**config.mk**
```make
export PLATFORM = sky130hd
export DESIGN_NAME = spi_master_param
export DESIGN_NICKNAME = d
export VERILOG_FILES = /design/src/rtl/spi_master_param.sv
export SDC_FILE = /design/constraint.sdc
export NUM_CORES = 1
export LEC_CHECK = 0
export ABC_CLOCK_PERIOD_IN_PS = 1950
export CORE_AREA = 2 2 75 77
export DETAILED_ROUTE_END_ITERATION = 8
export DIE_AREA = 0 0 77 79
export PLACE_DENSITY = 0.73
export SETUP_SLACK_MARGIN = 0.1
export SYNTH_ARGS = -nofsm -noshare
export SYNTH_HDL_FRONTEND = slang
export SYNTH_SLANG_ARGS = --single-unit
```
**constraint.sdc**
```tcl
create_clock -name CTRL_CLK -period 1.95 [get_ports CTRL_CLK]
set_input_delay 0.585 -clock CTRL_CLK [delete_from_list [all_inputs] [get_ports CTRL_CLK]]
set_output_delay 0.585 -clock CTRL_CLK [all_outputs]
set_load 0.02 [all_outputs]
```
**src/rtl/spi_master_param.sv**
```systemverilog
// Parameterised SPI master: IDLE/SETUP/SHIFT/HOLD sequencer, CPOL/CPHA modes, per-slave chip selects.
// Optional build macro SPI_MASTER_PARAM_LSB_FIRST_EN adds an LSB_FIRST input latched at START.
module spi_master_param #(
  parameter int DATA_W = 8,
  parameter int CS_N   = 1,
  parameter int DIV_W  = 8,
  localparam int CSEL_W = (CS_N > 1) ? $clog2(CS_N) : 1
) (
  input  logic              CTRL_CLK,
  input  logic              NRST,
  input  logic              START,
  input  logic [DATA_W-1:0] TX_DATA,
  input  logic [CSEL_W-1:0] CS_SEL,
  input  logic              CPOL,
  input  logic              CPHA,
  input  logic [DIV_W-1:0]  CLK_DIV,
`ifdef SPI_MASTER_PARAM_LSB_FIRST_EN
  input  logic              LSB_FIRST,
`endif
  output logic              BUSY,
  output logic              DONE,
  output logic [DATA_W-1:0] RX_DATA,
  input  logic              MISO,
  output logic [CS_N-1:0]   CS_N_OUT,
  output logic              SCLK,
  output logic              MOSI
);
  localparam int EDGE_W = $clog2(2 * DATA_W) + 1;
  localparam logic [EDGE_W-1:0] LAST_EDGE = EDGE_W'(2 * DATA_W - 1);

  typedef enum logic [1:0] {IDLE, SETUP, SHIFT, HOLD} state_t;

  state_t              r_state, w_state_nxt;
  logic [DIV_W-1:0]    r_cnt, r_div;
  logic [EDGE_W-1:0]   r_edge;
  logic [DATA_W-1:0]   r_tx, r_rx, r_rx_data;
  logic [CSEL_W-1:0]   r_csel;
  logic                r_cpol, r_cpha, r_sclk, r_mosi, r_done;
  logic                w_hdone, w_lsb, w_lsb_in;
  logic [DATA_W-1:0]   w_rx_next;

`ifdef SPI_MASTER_PARAM_LSB_FIRST_EN
  logic r_lsb;
  always_ff @(posedge CTRL_CLK) begin
    if (!NRST)                            r_lsb <= 1'b0;
    else if (r_state == IDLE && START)    r_lsb <= LSB_FIRST;
  end
  assign w_lsb    = r_lsb;
  assign w_lsb_in = LSB_FIRST;
`else
  assign w_lsb    = 1'b0;
  assign w_lsb_in = 1'b0;
`endif

  assign w_hdone   = (r_cnt == r_div);
  assign w_rx_next = w_lsb ? {MISO, r_rx[DATA_W-1:1]} : {r_rx[DATA_W-2:0], MISO};

  always_ff @(posedge CTRL_CLK) begin
    if (!NRST) r_state <= IDLE;
    else       r_state <= w_state_nxt;
  end

  always_comb begin
    w_state_nxt = r_state;
    case (r_state)
      IDLE:  if (START) w_state_nxt = SETUP;
      SETUP: if (w_hdone) w_state_nxt = SHIFT;
      SHIFT: if (w_hdone && r_edge == LAST_EDGE) w_state_nxt = HOLD;
      HOLD:  if (w_hdone) w_state_nxt = IDLE;
      default: w_state_nxt = IDLE;
    endcase
  end

  always_ff @(posedge CTRL_CLK) begin
    if (!NRST) begin
      r_cnt <= '0; r_div <= '0; r_edge <= '0;
      r_tx <= '0; r_rx <= '0; r_rx_data <= '0; r_csel <= '0;
      r_cpol <= 1'b0; r_cpha <= 1'b0; r_sclk <= 1'b0; r_mosi <= 1'b0; r_done <= 1'b0;
    end else begin
      r_done <= 1'b0;
      if (r_state == IDLE) begin
        r_cnt  <= '0;
        r_edge <= '0;
        r_sclk <= r_cpol;
        if (START) begin
          r_div  <= CLK_DIV;
          r_csel <= CS_SEL;
          r_cpol <= CPOL;
          r_cpha <= CPHA;
          r_sclk <= CPOL;
          r_rx   <= '0;
          // CPHA=0 needs the first bit on MOSI before the first (sampling) edge
          if (!CPHA) begin
            r_mosi <= w_lsb_in ? TX_DATA[0] : TX_DATA[DATA_W-1];
            r_tx   <= w_lsb_in ? (TX_DATA >> 1) : (TX_DATA << 1);
          end else begin
            r_mosi <= 1'b0;
            r_tx   <= TX_DATA;
          end
        end
      end else begin
        r_cnt <= w_hdone ? '0 : r_cnt + DIV_W'(1);
        if (r_state == SHIFT && w_hdone) begin
          r_sclk <= ~r_sclk;
          r_edge <= r_edge + EDGE_W'(1);
          // even r_edge = leading edge (1st, 3rd, ...)
          if ((!r_edge[0] && !r_cpha) || (r_edge[0] && r_cpha)) begin
            r_rx <= w_rx_next;
          end else if (r_cpha || r_edge != LAST_EDGE) begin
            r_mosi <= w_lsb ? r_tx[0] : r_tx[DATA_W-1];
            r_tx   <= w_lsb ? (r_tx >> 1) : (r_tx << 1);
          end
        end
        if (r_state == HOLD && w_hdone) begin
          r_rx_data <= r_rx;
          r_done    <= 1'b1;
        end
      end
    end
  end

  always_comb begin
    CS_N_OUT = '1;
    for (int i = 0; i < CS_N; i++)
      if (r_state != IDLE && r_csel == CSEL_W'(i)) CS_N_OUT[i] = 1'b0;
  end

  assign BUSY    = (r_state != IDLE);
  assign DONE    = r_done;
  assign RX_DATA = r_rx_data;
  assign SCLK    = r_sclk;
  assign MOSI    = (r_state == IDLE) ? 1'b0 : r_mosi;
endmodule
```
==> impl_metrics.toml <==
# implementation run metrics
[clock_tree]
cts_buffer_depth = 2
cts_hold_buf = 0
cts-resized-gates = 39
clk_pin_slew_ns = 0.10
insertion_delay_ns = 0.31
postCtsSetupRepairBufs = 4

[power_and_ir_drop]
switching_power_uw = 1310
leakage_uw = 0.00132
ir_drop_uv = 492
powerComb_uw = 1580
power.internal_uw = 2260
p_seq_frac = 0.370
p_comb_frac = 0.443

[global_routing]
grt_overflow = 0
grt_pass1_wl_mm = 8.85
first_global_vias = 1989

[placed_design]
routabilityCongestion = 0.792
place_inst = 390
hpwl_mm = 3.81
pre_cts_slack_ns = -0.107
io_buffers = 35

[final_layout]
signal_buffers = 62
clkCellAreaFrac = 0.0304
antenna_cells = 0
fillCellCount = 511

[drt]
highest_layer = "met4"
met3_length_um = 193
avgRoutedWirePerCell_um = 12.7
wl_met1_mm = 2.31

[sta]
finalClockSkew_ns = 0.0112
hold_ws_ns = 0.452
setup_tns_ns = 0
setup-violations-final = 0
finalClockPeriodUsage = 0.953
fmax_mhz = 538
worst_pin_slew_ns = 0.310
rsz0062_at_grt = "yes"

[synth]
synthSimpleGateAreaFrac = 0.221
yosys.area.top_type = "dfxtp_1"
yosysSeqAreaShare = 0.433
synth.avg_cell_area_um2 = 8.88
ys_sh_mux = 0.0940
synth_area_um2 = 2450
synth_flop_count = 53

[status]
outcome = "finished clean"

[worst_setup_path]
crit_path_end_kind = "register"
r2r.worst_path.cells = 7

[die]
boundaryPins = 36
die_w_um = 77

[worst_hold_path]
hp-class = "register to register"
-- critical path, stage by stage, from the launching register on --
cell and delay (ns):
dfxtp_2 0.34, ha_2 0.18, and3_4 0.17, ha_4 0.15
or2_4 0.24, a31oi_4 0.19, o21ai_1 0.12, a2111oi_2 0.36
-- routing by layer --
| layer | track usage | vias up |
|---|---|---|
| met2 | 0.317 | 38 |
| met5 | 0 | - |
| li1 | - | 1054 |
| met1 | 0.219 | 953 |
| met3 | 0.0307 | 7 |
| met4 | 0.0607 | 0 |
-- Yosys cell counts --
| cell | n |
|---|---|
| nor3_1 | 1 |
| a21oi_2 | 1 |
| a211oi_1 | 3 |
| clkbuf_1 | 11 |
| o21a_1 | 1 |
| nand2b_1 | 2 |
| or2_2 | 1 |
| nor4_4 | 1 |
| a31oi_1 | 2 |
| nand3_1 | 16 |
| ha_1 | 7 |
| dfxtp_1 | 53 |
| inv_2 | 1 |
| o21ai_1 | 9 |
| xnor2_2 | 4 |
| o21ai_0 | 1 |
| a2111oi_0 | 1 |
| xor2_1 | 5 |
| buf_1 | 1 |
| and4_1 | 3 |
| inv_1 | 6 |
| or3_1 | 1 |
| nand2_1 | 54 |
| mux2i_1 | 23 |
| o32ai_1 | 1 |
| a211o_1 | 1 |
| nand4_1 | 2 |
| and2_1 | 2 |
| a21oi_1 | 15 |
| nor2b_1 | 2 |
| nand4_4 | 1 |
| and3_1 | 4 |
| nor2_1 | 20 |
| o211ai_1 | 7 |
| buf_2 | 1 |
| o221a_2 | 1 |
| a21o_1 | 1 |
| or2_0 | 1 |
| nor3_4 | 1 |
| xnor2_1 | 8 |
-- kinds of logic (layout without fill, tap and decap cells) --
group	after synthesis	after routing
simple gates	112	112
flops	53	53
compound gates	44	44
mux	23	23
buf+inv	20	77
xor+xnor	17	17
fa+ha+maj	7	7
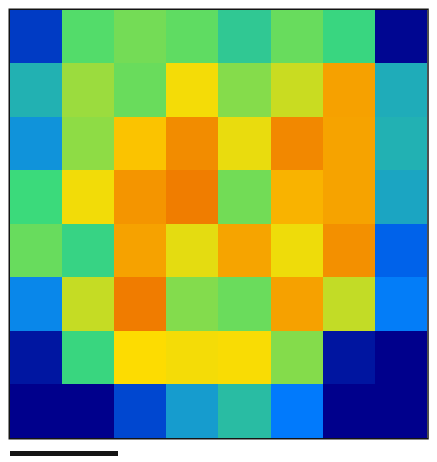
*Placement density heat map*
The bar under the picture is 20 um long. 8 x 8 tiles, from dark blue (low) to red (high), 0 to 100% covered.
- fullest tile: 86%
- emptiest ninth of the die: bottom right
- mean over tiles: 52%
- tiles over 75% full: 22%
- nearly empty tiles: 9.4%
final core utilization: 0.609
Initial Util: 0.459
Core ar.: 5340 um2

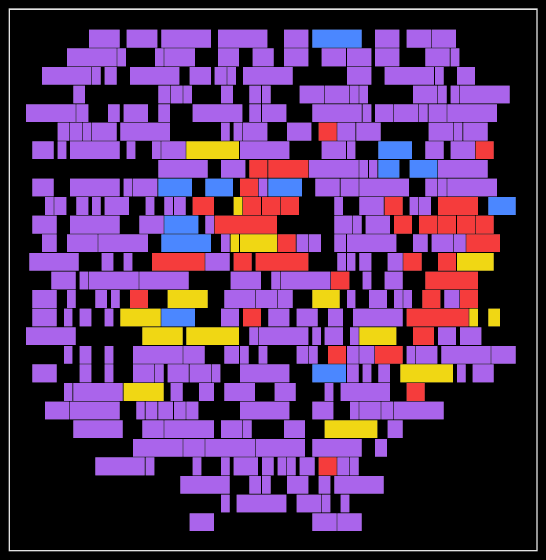
*Cells by drive strength*
- drive 1 or less: purple (cells 269)
- drive 2: yellow (cells 16)
- drive 3 to 4: red (cells 36)
- drive 6 and up: blue (cells 12)
post-route cell area: 3250 um2
Final WS setup: 0.0912 ns

